==> config.mk <==
export PLATFORM = sky130hd
export DESIGN_NAME = demux16_1to4_buf
export DESIGN_NICKNAME = d
export VERILOG_FILES = /design/src/rtl/demux16_1to4_buf.sv
export SDC_FILE = /design/constraint.sdc
export NUM_CORES = 1
export LEC_CHECK = 0
export CORE_MARGIN = 2
export CORE_UTILIZATION = 48
export CTS_BUF_LIST = sky130_fd_sc_hd__clkbuf_8 sky130_fd_sc_hd__clkbuf_16
export DETAILED_ROUTE_END_ITERATION = 10
export GPL_ROUTABILITY_DRIVEN = 1
export GPL_TIMING_DRIVEN = 1
export HOLD_SLACK_MARGIN = 0.05
export PLACE_DENSITY_LB_ADDON = 0.05
export SLEW_MARGIN = 20
export SYNTH_ARGS = -nofsm -noshare
export SYNTH_HDL_FRONTEND = slang
export SYNTH_SLANG_ARGS = --single-unit
==> constraint.sdc <==
create_clock -name CLK -period 2.5 [get_ports CLK]
set_clock_uncertainty 0.15 [all_clocks]
set_input_delay 0.5 -clock CLK [delete_from_list [all_inputs] [get_ports CLK]]
set_output_delay 0.5 -clock CLK [all_outputs]
set_load 0.1 [all_outputs]
==> src/rtl/demux16_1to4_buf.sv <==
// rtl/demux16_1to4_buf.sv - 1-to-4 buffered stream distributor with per-channel delivery counters
module demux16_1to4_buf #(
    parameter int DW    = 16,
    parameter int CNT_W = 8
) (
    input  logic             CLK,
    input  logic             RST_N,
    input  logic             IN_VALID,
    output logic             IN_READY,
    input  logic [1:0]       SEL,
    input  logic [DW-1:0]    D_IN,
    output logic [3:0]       OUT_VALID,
    input  logic [3:0]       OUT_READY,
    output logic [DW-1:0]    D_OUT0,
    output logic [DW-1:0]    D_OUT1,
    output logic [DW-1:0]    D_OUT2,
    output logic [DW-1:0]    D_OUT3,
    input  logic             CLR_CNT,
    output logic [CNT_W-1:0] CNT0,
    output logic [CNT_W-1:0] CNT1,
    output logic [CNT_W-1:0] CNT2,
    output logic [CNT_W-1:0] CNT3
);

    // One holding register per channel; valid_q[n] is the FULL flag of channel n.
    logic [3:0]       valid_q;
    logic [3:0]       valid_d;
    logic [DW-1:0]    data_q [4];
    logic [DW-1:0]    data_d [4];
    logic [CNT_W-1:0] cnt_q  [4];
    logic [CNT_W-1:0] cnt_d  [4];

    logic       acc;
    logic [3:0] dlv;

    // A full channel can still take a word if its consumer drains it this cycle,
    // so ready is combinational from OUT_READY and never looks at IN_VALID.
    assign IN_READY = ~valid_q[SEL] | OUT_READY[SEL];
    assign acc      = IN_VALID & IN_READY;
    assign dlv      = valid_q & OUT_READY;

    // Channel fill/drain: a write to the addressed channel wins over its own drain.
    always_comb begin
        valid_d = valid_q;
        for (int n = 0; n < 4; n++) begin
            data_d[n] = data_q[n];
            if (acc && (SEL == 2'(n))) begin
                valid_d[n] = 1'b1;
                data_d[n]  = D_IN;
            end else if (dlv[n]) begin
                valid_d[n] = 1'b0;
            end
        end
    end

    // Delivery counters: clear has priority over a same-cycle delivery; wrap is natural.
    always_comb begin
        for (int n = 0; n < 4; n++) begin
            cnt_d[n] = cnt_q[n];
            if (CLR_CNT) begin
                cnt_d[n] = '0;
            end else if (dlv[n]) begin
                cnt_d[n] = cnt_q[n] + CNT_W'(1);
            end
        end
    end

    // State registers; reset discards any buffered words immediately.
    always_ff @(posedge CLK or negedge RST_N) begin
        if (!RST_N) begin
            valid_q <= '0;
            for (int n = 0; n < 4; n++) begin
                data_q[n] <= '0;
                cnt_q[n]  <= '0;
            end
        end else begin
            valid_q <= valid_d;
            for (int n = 0; n < 4; n++) begin
                data_q[n] <= data_d[n];
                cnt_q[n]  <= cnt_d[n];
            end
        end
    end

    assign OUT_VALID = valid_q;
    assign D_OUT0    = data_q[0];
    assign D_OUT1    = data_q[1];
    assign D_OUT2    = data_q[2];
    assign D_OUT3    = data_q[3];
    assign CNT0      = cnt_q[0];
    assign CNT1      = cnt_q[1];
    assign CNT2      = cnt_q[2];
    assign CNT3      = cnt_q[3];

endmodule

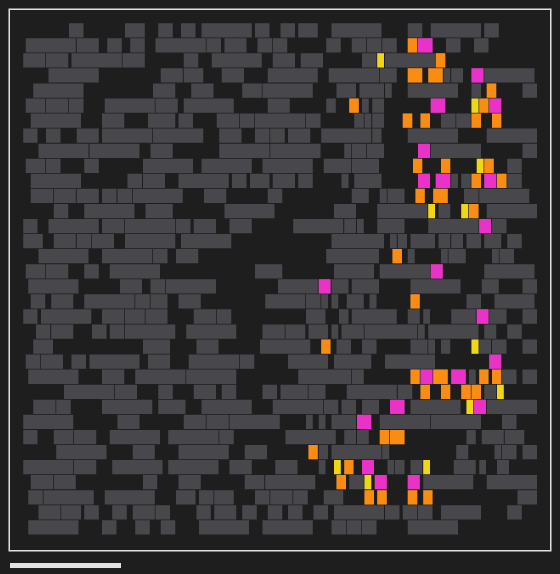
**Above:** run 1 (gate-type map).
Scale bar: 20 um.
- and/or cells: magenta (cells 21)
- inv cells: yellow (cells 11)
- aoi and oai cells: orange (cells 39)

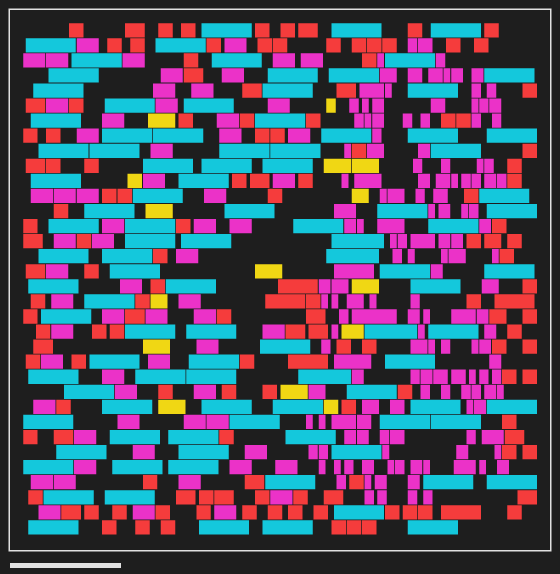
**Above:** run 1 (cells coloured by class).
Scale bar: 20 um.
- remaining buffers and delay cells: red (cells 140; share of their area 21%)
- registers: cyan (cells 100; share of their area 46%)
- clock drivers and dummy loads: yellow (cells 15; share of their area 3.1%)
- remaining logic cells: magenta (cells 212; share of their area 30%)

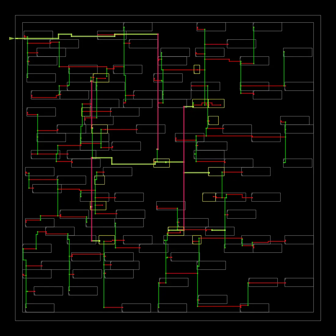
**Above:** run 1 (clock routing).
Clk power: 0.951 mW
Latency at later pin: 0.36 ns
flip-flops: 100
total CTS buffers: 9

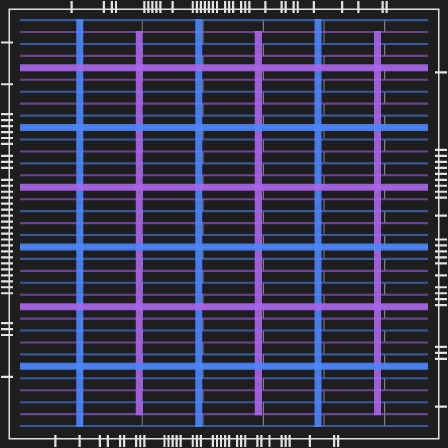
**Above:** run 1 (supply network).
Pins as bars on the die edge. Tap cells in grey.
- VSS: blue
- VDD: purple
- rows: 34
- met1 rails: 35
- tap cells: 108
- met5 straps: 6

==> impl_metrics.py, run 1 <==
# Synthesis and PnR figures
metrics = {
    "yosys": {
        "avgSynthCellArea_um2": 13.0,
        "ys.flops": 100,
        "synth_stat.cells": 322,
        "synthCells": 322,
        "ys_seq_share": 0.596,
        "ys_types": 30,
        "synth.yosys.warnings": 0,
        "synthesis.nets": 352,
        "syn_area_mm2": 0.00420,
        "ys_area_mm2": 0.00420,
    },
    "global_route": {
        "first_global_vias": 3055,
        "antenna_found_initial": 0,
        "grt-ovfl-total": 0,
        "grt_pass1_wl_um": 15000,
        "grt_max_degree": 45,
    },
    "drt": {
        "via_count": 3042,
        "ant_nets": 0,
        "wl_per_cell_um": 16.0,
        "vias_per_cell": 5.29,
        "firstDrtPassIters": 4,
        "drcViolationCount": 0,
        "drt_iter0_drc": 48,
    },
    "placed_design": {
        "place_inst": 559,
        "place.gp.congestion": 0.769,
        "io_buffers": 126,
        "dp_hpwl_um": 6540,
    },
    "setup_path": {
        "max_stage_delay_ns": 0.51,
        "reg2reg_from": "OUT_VALID[2]",
        "cp_top_family": "buffers and inverters",
        "crit_arrival_ns": 1.80,
        "end_kind": "primary output",
        "reg2reg_setup_slack_ns": 0.82,
        "cp_cell_sequence": "clkdlybuf4s50_1 > nand2b_4 > mux4_2 > buf_12",
        "reg2reg_to": "D_OUT2[12]",
        "crit_fanout": 3,
        "path_class": "in2out",
        "cp-start-kind": "primary input",
        "crit_path_top_delay_cell": "mux4_2",
        "reg2regPathDepth": 5,
        "cp.required_ns": 1.85,
        "crit_path_start": "OUT_READY[0]",
    },
    "final_layout": {
        "final_layout_size_suffix_gt1_frac": 0.448,
        "finish.instance_area_mm2": 0.00562,
        "final_cells": 575,
        "fillers": 676,
        "mostFrequentLayoutCell": "buf_4",
        "n_antenna_cell": 0,
        "fin_nets": 493,
        "fin_util": 0.654,
        "lay_top_cells": "110 x buf_4, 96 x dfrtp_1, 67 x mux2_2",
        "area_growth_pct": 33.9,
    },
    "hold_path": {
        "worst_hold_path.endpoint": "D_OUT1[6]",
        "worstHoldPathCells": 1,
        "hold_start": "D_OUT1[6]",
        "min_path_type": "reg2reg",
    },
    "clock_tree": {
        "clk_transition_reported_paths_ns": 0.09,
        "root_buffer": "clkbuf_8",
        "cts_setup_buffers": 0,
        "cts_sinks": 100,
        "cts_max_path_buffers": 2,
    },
    "die": {
        "fp.dieW_um": 97.5,
        "num_rows": 34,
        "initCoreUtil": 0.488,
        "ios": 127,
        "die-area_mm2": 0.00951,
        "core_mm2": 0.00859,
    },
    "final_timing": {
        "hold_viol_final": 0,
        "relSlewSlack": 0.593,
        "tightest_slew_ns": 0.609,
        "tns_ns": 0,
        "fmax_mhz": 408,
        "period_minus_slack_ns": 2.45,
        "setup_viol": 0,
        "drv_slew": 0,
        "finalCritPeriodShare": 0.981,
    },
    "flow_run": {
        "cap_viol_max_count": 0,
        "warnings": 26,
    },
    "outcome": {
        "status": "completed",
    },
    "pwr": {
        "p_leak_nw": 2.54,
        "ir_worst_vdd_uv": 706,
        "cellPowerDensity_mw_per_mm2": 972,
        "power_mw": 5.46,
    },
}
==> run 1: kinds of logic after synthesis <==
family,count (synthesis),share of synthesized area
flops,100,0.596
simple gates,82,0.111
mux,68,0.186
compound gates,39,0.0495
buf+inv,21,0.0283
xor+xnor,8,0.0167
fa+ha+maj,4,0.0119
==> run 1: worst reg2reg max path, cell delays in order (launching register included) <==
cell      delay (ns)
dfrtp_2         0.46
nand2b_1        0.10
buf_4           0.11
nor3b_4         0.21
buf_12          0.20
mux2_2          0.35
==> run 1: stage by stage <==
stage	hold WS [ns]	worst slack, ns
final	0.364	0.0468
after global routing	0.382	0.00432
after CTS	0.367	0.0409
after detailed placement	0.345	-0.0698
after global placement	0.340	-0.0669
after floorplan	0.0544	0.183
==> run 1: synth_stat cells <==
| cell | count | area [um^2] |
|---|---|---|
| nor2b_2 | 1 | 8.76 |
| mux4_1 | 1 | 26.3 |
| nor4_1 | 3 | 18.8 |
| nand2b_1 | 4 | 25.0 |
| nand3_1 | 10 | 50.1 |
| mux2_2 | 67 | 754 |
| buf_8 | 1 | 15.0 |
| buf_4 | 1 | 7.51 |
| dfrtp_1 | 100 | 2500 |
| buf_2 | 2 | 10.0 |
| nor3b_4 | 1 | 18.8 |
| clkbuf_1 | 2 | 7.51 |
| nor2_1 | 11 | 41.3 |
| or4_1 | 5 | 37.5 |
| buf_6 | 3 | 33.8 |
| and3_2 | 1 | 7.51 |
| or3_1 | 12 | 75.1 |
| and3_1 | 3 | 18.8 |
| a21oi_1 | 21 | 105 |
| o31ai_1 | 5 | 37.5 |
| buf_1 | 1 | 3.75 |
| inv_1 | 11 | 41.3 |
| nor2b_1 | 4 | 25.0 |
| nand4_1 | 9 | 56.3 |
| xnor2_1 | 7 | 61.3 |
| o21ai_0 | 13 | 65.1 |
| ha_1 | 4 | 50.1 |
| nand3b_4 | 1 | 20.0 |
| xor2_1 | 1 | 8.76 |
| nand2_1 | 17 | 63.8 |
==> run 1: metal layers <==
metal,routed length (um),track usage
met3,605,0.0583
met5,0,0
met2,4550,0.332
met4,117,0.0641
met1,3940,0.245
==> run 1: cell type report <==
class                      count  area, um^2  area share
timing repair buffer         140        1170       0.209
inverter                      11        41.3     0.00735
clock buffer                   9         124      0.0220
multi-input combinational    201        1590       0.283
clock inverter                 6        48.8     0.00868
sequential                   100        2510       0.446
tap                          108         135      0.0240
==> run 1: power by group <==
| group | internal (mW) | switching (mW) | total [mW] |
|---|---|---|---|
| clock | 0.369 | 0.581 | 0.951 |
| combinational | 0.536 | 2.00 | 2.54 |
| sequential | 1.85 | 0.128 | 1.97 |
==> run 1: registers in the layout, summed over array words and instances, names as in the netlist <==
name       count
D_OUT3        16
OUT_VALID      4
D_OUT1        16
CNT0           8
CNT3           8
D_OUT2        16
D_OUT0        16
CNT2           8
CNT1           8
==> run 1: repair_timing <==
action / 4_1_cts / 5_1_grt
endpoints found under the setup margin: 1 / 0
resized: 5 / 0
hold buffers: 1 / 0
endpoints found under the hold margin: 41 / 0
**Run 1: clock wires, drivers and flops**

Scale bar: 20 um.
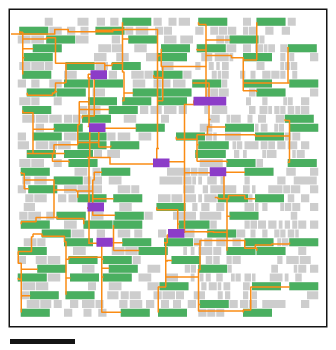

==> inputs of run 2 (changes only) <==
CTS_CLUSTER_DIAMETER = 30   (was default)
SKIP_CTS_REPAIR_TIMING = 1   (was default)
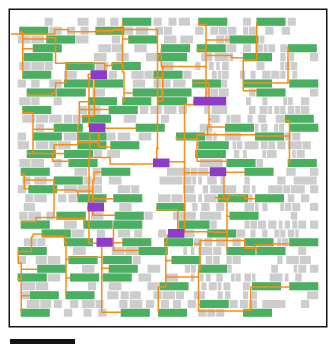
**Above:** run 2 (clock wires, drivers and flops).
Scale bar: 20 um.
- clock-net drivers: purple (count 9)
- flip-flops: green (count 100)
- clock wires: orange (length 1180 um)
- flops lie: widely spread
- routed clock nets: 10
Clock power frac: 0.174

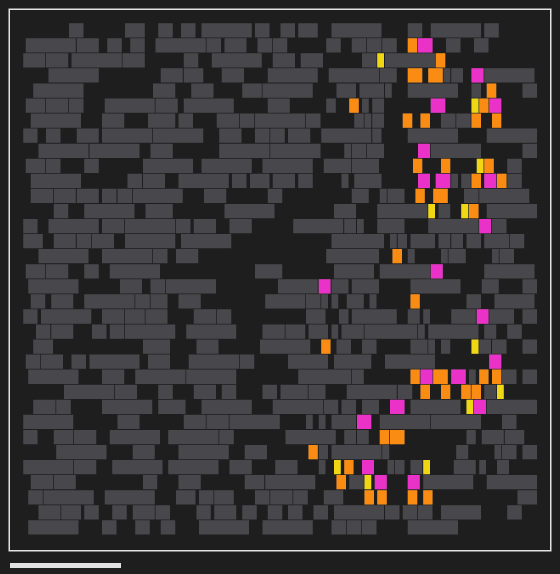
**Above:** run 2 (gate-type map).
Scale bar: 20 um.
- aoi and oai cells: orange (cells 39)
- inv cells: yellow (cells 11)
- and/or cells: magenta (cells 21)

==> run 2 against run 1 <==
Critical path depth unchanged. Total power about the same. Sequential share of layout area decreased by 0.060 points. Die size unchanged. First-iteration DRC count decreased by 6.3%. Count of clock-buffer cells in the layout unchanged. Register-to-register slack about the same. Worst setup slack about the same. Final cell count unchanged. Largest cell class unchanged. Largest power group unchanged.
==> impl_metrics.py, run 2 <==
# Synthesis and PnR figures
metrics = {
    "outcome": {
        "status": "completed",
    },
    "final_layout": {
        "fin_nets": 493,
        "mostFrequentLayoutCell": "buf_4",
        "lay_top_cells": "110 x buf_4, 96 x dfrtp_1, 67 x mux2_2",
        "n_antenna_cell": 0,
        "fin_util": 0.655,
        "final_layout_size_suffix_gt1_frac": 0.448,
        "regArea_mm2": 0.00251,
        "area_growth_pct": 34.1,
        "logic_area_mm2": 0.00159,
    },
    "flow_run": {
        "cap_viol_max_count": 0,
        "warnings": 26,
    },
    "drt": {
        "wl_per_cell_um": 16.0,
        "drcViolationCount": 0,
        "ant_nets": 0,
        "via_count": 3046,
        "vias_per_cell": 5.30,
    },
    "setup_path": {
        "crit_arrival_ns": 1.80,
        "cp.required_ns": 1.85,
        "crit_path_top_delay_cell": "mux4_2",
        "cp_cell_sequence": "clkdlybuf4s50_1 > nand2b_4 > mux4_2 > buf_12",
        "reg2reg_to": "D_OUT2[12]",
        "path_class": "in2out",
        "reg2regPathDepth": 5,
        "crit_fanout": 3,
        "end_kind": "primary output",
        "reg2reg_setup_slack_ns": 0.82,
    },
    "global_route": {
        "grt_pass1_wl_um": 15000,
        "antenna_found_initial": 0,
        "grt-ovfl-total": 0,
        "first_global_vias": 3063,
        "grt_max_degree": 45,
    },
    "clock_tree": {
        "clk_transition_reported_paths_ns": 0.09,
        "root_buffer": "clkbuf_8",
        "cts_sinks": 100,
        "cts_max_path_buffers": 2,
        "cts_inserted_buffers": 9,
    },
    "die": {
        "fp.dieW_um": 97.5,
        "num_rows": 34,
        "die-area_mm2": 0.00951,
        "ios": 127,
        "core_mm2": 0.00859,
    },
    "final_timing": {
        "drv_slew": 0,
        "period_minus_slack_ns": 2.45,
        "finalCritPeriodShare": 0.981,
        "relSlewSlack": 0.593,
        "hold_ws_ns": 0.362,
        "setup_viol": 0,
    },
    "yosys": {
        "common_cells": "100 x dfrtp_1, 67 x mux2_2, 21 x a21oi_1",
        "synthesis.nets": 352,
        "avgSynthCellArea_um2": 13.0,
        "yosysTopAreaCell": "dfrtp_1",
        "synth_dominant_cell_count": "dfrtp_1",
        "ys_seq_share": 0.596,
        "ys_types": 30,
        "ys.flops": 100,
        "ys_area_mm2": 0.00420,
        "synthArstFlopShare": 1.00,
        "syn_area_mm2": 0.00420,
        "ff_type": "dfrtp_1",
        "top_cells_by_area": "dfrtp_1 60%, mux2_2 18%, a21oi_1 2.5%",
        "synth_stat.cells": 322,
        "synthCells": 322,
        "synth-edff-count": 0,
    },
    "hold_path": {
        "min_path_type": "in2reg",
        "worst_hold_path.endpoint": "CNT1[1]",
        "worstHoldPathCells": 3,
        "hold_start": "OUT_READY[1]",
    },
    "pwr": {
        "p_leak_nw": 2.55,
        "ir_worst_vdd_uv": 706,
        "cellPowerDensity_mw_per_mm2": 971,
    },
    "placed_design": {
        "dp_hpwl_um": 6540,
        "place.gp.congestion": 0.769,
    },
}
==> run 2: layout make-up <==
class | count | area share
tap | 108 | 0.0240
inverter | 11 | 0.00734
clock inverter | 6 | 0.00867
clock buffer | 9 | 0.0220
sequential | 100 | 0.446
multi-input combinational | 201 | 0.282
timing repair buffer | 140 | 0.210
==> run 2: metal layers <==
layer  up-vias  wire length [um]  GRT usage
met3        11               605     0.0583
li1       1439                 -          -
met4         0               117     0.0641
met2        73              4550      0.332
met1      1523              3930      0.245
met5         -                 0          0
==> run 2: tightest hold or removal path: stages <==
cell and delay (ns):
dlymetal6s2s_1 0.18, nand3_1 0.10, a21oi_1 0.05
==> run 2: how the worst max path moves through the flow <==
stage / start / endpoint / slack [ns] / cells after the start
2_1_floorplan: OUT_VALID[0] / IN_READY / 0.18 / 2
3_3_place_gp: OUT_READY[1] / IN_READY / -0.07 / 4
3_5_place_dp: OUT_READY[1] / IN_READY / -0.07 / 4
4_1_cts: OUT_READY[1] / IN_READY / -0.08 / 4
5_1_grt: OUT_READY[0] / IN_READY / 0.004 / 4
6_report: OUT_READY[0] / IN_READY / 0.05 / 4
==> run 2: cell families after synthesis <==
kind of cell    after synthesis  share of synthesized area
flops                       100                      0.596
buf+inv                      21                     0.0283
fa+ha+maj                     4                     0.0119
compound gates               39                     0.0495
mux                          68                      0.186
simple gates                 82                      0.111
xor+xnor                      8                     0.0167
==> run 2: stage by stage <==
stage | worst slack (ns) | instance area (um^2) | setup TNS [ns] | power (mW) | cells
2_1_floorplan | 0.183 | 4200 | 0 | 3.96 | 322
3_3_place_gp | -0.0669 | 5420 | -0.0669 | 4.53 | 559
3_5_place_dp | -0.0698 | 5420 | -0.0698 | 4.56 | 559
4_1_cts | -0.0789 | 5600 | -0.0789 | 5.51 | 574
5_1_grt | 0.00432 | 5630 | 0 | 5.64 | 575
6_report | 0.0469 | 5630 | 0 | 5.46 | 575
==> run 2: power by group <==
group	switching (mW)	internal (mW)	leakage, nW
clock	0.581	0.369	0.0840
combinational	2.00	0.537	1.22
sequential	0.128	1.85	1.25
==> inputs of run 3 (changes only) <==
SLEW_MARGIN = default   (was 20)
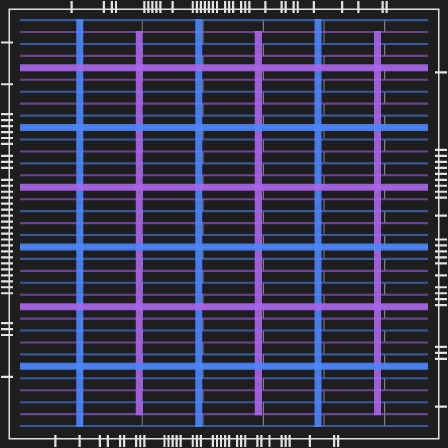
**Above:** run 3 (supply network).
Pins as bars on the die edge. Tap cells in grey.
- VSS: blue
- VDD: purple
- met4 straps: 6
- signal pins: 127
die width: 97.5 um
die height: 97.5 um

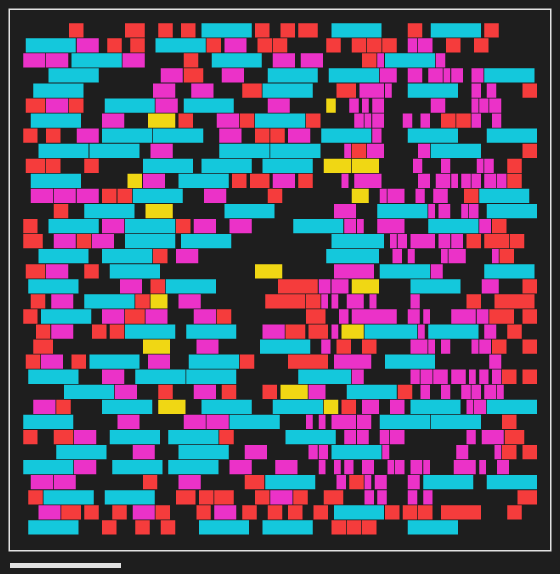
**Above:** run 3 (cells coloured by class).
Scale bar: 20 um.
- registers: cyan (cells 100; share of their area 46%)
- remaining logic cells: magenta (cells 212; share of their area 30%)
- clock drivers and dummy loads: yellow (cells 15; share of their area 3.1%)
- remaining buffers and delay cells: red (cells 140; share of their area 22%)

==> run 3 against run 2 <==
Worst setup slack unchanged. Fmax unchanged. Die size unchanged. Flip-flop count is the same. Hold slack unchanged. Count of clock-buffer cells in the layout stayed put. First-iteration DRC count is the same. Synthesized area did not move. Via count unchanged. Sequential power about the same. Critical endpoint unchanged. Highest routed layer unchanged.
==> impl_metrics.py, run 3 <==
# Synthesis and PnR figures
metrics = {
    "drt": {
        "wl_per_cell_um": 16.0,
        "via_count": 3046,
        "firstDrtPassIters": 4,
        "ant_nets": 0,
        "drt_iter0_drc": 45,
        "drcViolationCount": 0,
        "vias_per_cell": 5.30,
    },
    "placed_design": {
        "io_buffers": 126,
        "dp_slack_ns": -0.0698,
        "place_inst": 559,
        "place.gp.congestion": 0.769,
        "dp_hpwl_um": 6540,
    },
    "clock_tree": {
        "root_buffer": "clkbuf_8",
        "cts_sinks": 100,
        "clk_transition_reported_paths_ns": 0.09,
        "cts_max_path_buffers": 2,
        "clkLatencyLatePin_ns": 0.36,
        "cts_inserted_buffers": 9,
    },
    "setup_path": {
        "cp.required_ns": 1.85,
        "reg2reg_from": "OUT_VALID[2]",
        "reg2regPathDepth": 5,
        "crit_arrival_ns": 1.80,
        "end_kind": "primary output",
        "reg2reg_setup_slack_ns": 0.82,
        "crit_fanout": 3,
        "reg2reg_to": "D_OUT2[12]",
        "crit_path_start": "OUT_READY[0]",
        "path_class": "in2out",
        "cp-start-kind": "primary input",
    },
    "final_layout": {
        "fin_util": 0.655,
        "finish.instance_area_mm2": 0.00563,
        "fin_nets": 493,
        "final_layout_size_suffix_gt1_frac": 0.448,
        "mostFrequentLayoutCell": "buf_4",
        "lay_top_cells": "110 x buf_4, 96 x dfrtp_1, 67 x mux2_2",
        "area_growth_pct": 34.1,
        "n_antenna_cell": 0,
        "final_cells": 575,
    },
    "yosys": {
        "ys_area_mm2": 0.00420,
        "ys_types": 30,
        "synthArstFlopShare": 1.00,
        "common_cells": "100 x dfrtp_1, 67 x mux2_2, 21 x a21oi_1",
        "synth.yosys.warnings": 0,
        "avgSynthCellArea_um2": 13.0,
        "synth-edff-count": 0,
        "top_cells_by_area": "dfrtp_1 60%, mux2_2 18%, a21oi_1 2.5%",
        "yosysTopAreaCell": "dfrtp_1",
        "synth_stat.cells": 322,
        "syn_area_mm2": 0.00420,
        "top_cell_area_share": 0.596,
        "synthCells": 322,
        "synthesis.nets": 352,
        "ys_seq_share": 0.596,
        "ff_type": "dfrtp_1",
        "synth_dominant_cell_count": "dfrtp_1",
        "ys.flops": 100,
    },
    "final_timing": {
        "rsz0062_at_grt": "no",
        "tns_ns": 0,
        "layout_setup_ws_ns": 0.0469,
        "hold_viol_final": 0,
        "fmax_mhz": 408,
        "finalCritPeriodShare": 0.981,
        "tightest_slew_ns": 0.609,
        "relSlewSlack": 0.593,
        "drv_slew": 0,
        "setup_viol": 0,
        "hold_ws_ns": 0.362,
        "period_minus_slack_ns": 2.45,
    },
    "flow_run": {
        "warnings": 26,
        "cap_viol_max_count": 0,
    },
    "outcome": {
        "status": "completed",
    },
    "hold_path": {
        "worstHoldPathCells": 3,
        "hold_start": "OUT_READY[1]",
        "min_path_type": "in2reg",
        "worst_hold_path.endpoint": "CNT1[1]",
    },
    "die": {
        "die-area_mm2": 0.00951,
        "initCoreUtil": 0.488,
        "ios": 127,
        "num_rows": 34,
        "core_mm2": 0.00859,
    },
    "global_route": {
        "grt-ovfl-total": 0,
        "first_global_vias": 3063,
        "grt_max_degree": 45,
        "grt_pass1_wl_um": 15000,
    },
    "pwr": {
        "power_mw": 5.46,
        "ir_worst_vdd_uv": 706,
        "p_leak_nw": 2.55,
    },
}
run 3: cell counts after synthesis:
No cell type changed its count.
run 3: worst max path at each step:
stage,slack (ns),to
3_5_place_dp,-0.07,IN_READY
3_3_place_gp,-0.07,IN_READY
4_1_cts,-0.08,IN_READY
5_1_grt,0.004,IN_READY
6_report,0.05,IN_READY
2_1_floorplan,0.18,IN_READY
run 3: layout make-up:
cell class / instances / area, um^2
fillers: 675 / 2970
flip-flops and latches: 100 / 2510
multi-input cells: 201 / 1590
repair buffers: 140 / 1180
well taps: 108 / 135
clock buffers: 9 / 124
clock inverters: 6 / 48.8
inverters: 11 / 41.3
run 3: cells by family (layout without fill, tap and decap cells):
family                     after synthesis  after routing  share of synthesized area
AOI/OAI and AO/OA                       39             39                     0.0495
and+or+nand+nor                         82             82                      0.111
muxes                                   68             68                      0.186
adders and majority gates                4              4                     0.0119
buffers and inverters                   21            166                     0.0283
xor gates and xnor gates                 8              8                     0.0167
DFF                                    100            100                      0.596
run 3: where the power goes:
part / internal (mW) / leakage (nW) / switching (mW) / total [mW]
clock network: 0.369 / 0.0840 / 0.581 / 0.951
logic: 0.537 / 1.22 / 2.00 / 2.54
registers: 1.85 / 1.25 / 0.128 / 1.97
total: 2.75 / 2.55 / 2.71 / 5.46
run 3: critical path: stages:
cell	delay, ns
clkdlybuf4s50_1	0.43
nand2b_4	0.17
mux4_2	0.51
buf_12	0.19
run 3: per-layer routing:
layer,wire [um],vias up,GRT usage
met5,0,-,0
met4,117,0,0.0641
met3,605,11,0.0583
met2,4550,73,0.332
met1,3930,1523,0.245
li1,-,1439,-
Power figures rest on the tool's default switching activity, not on a simulated workload.
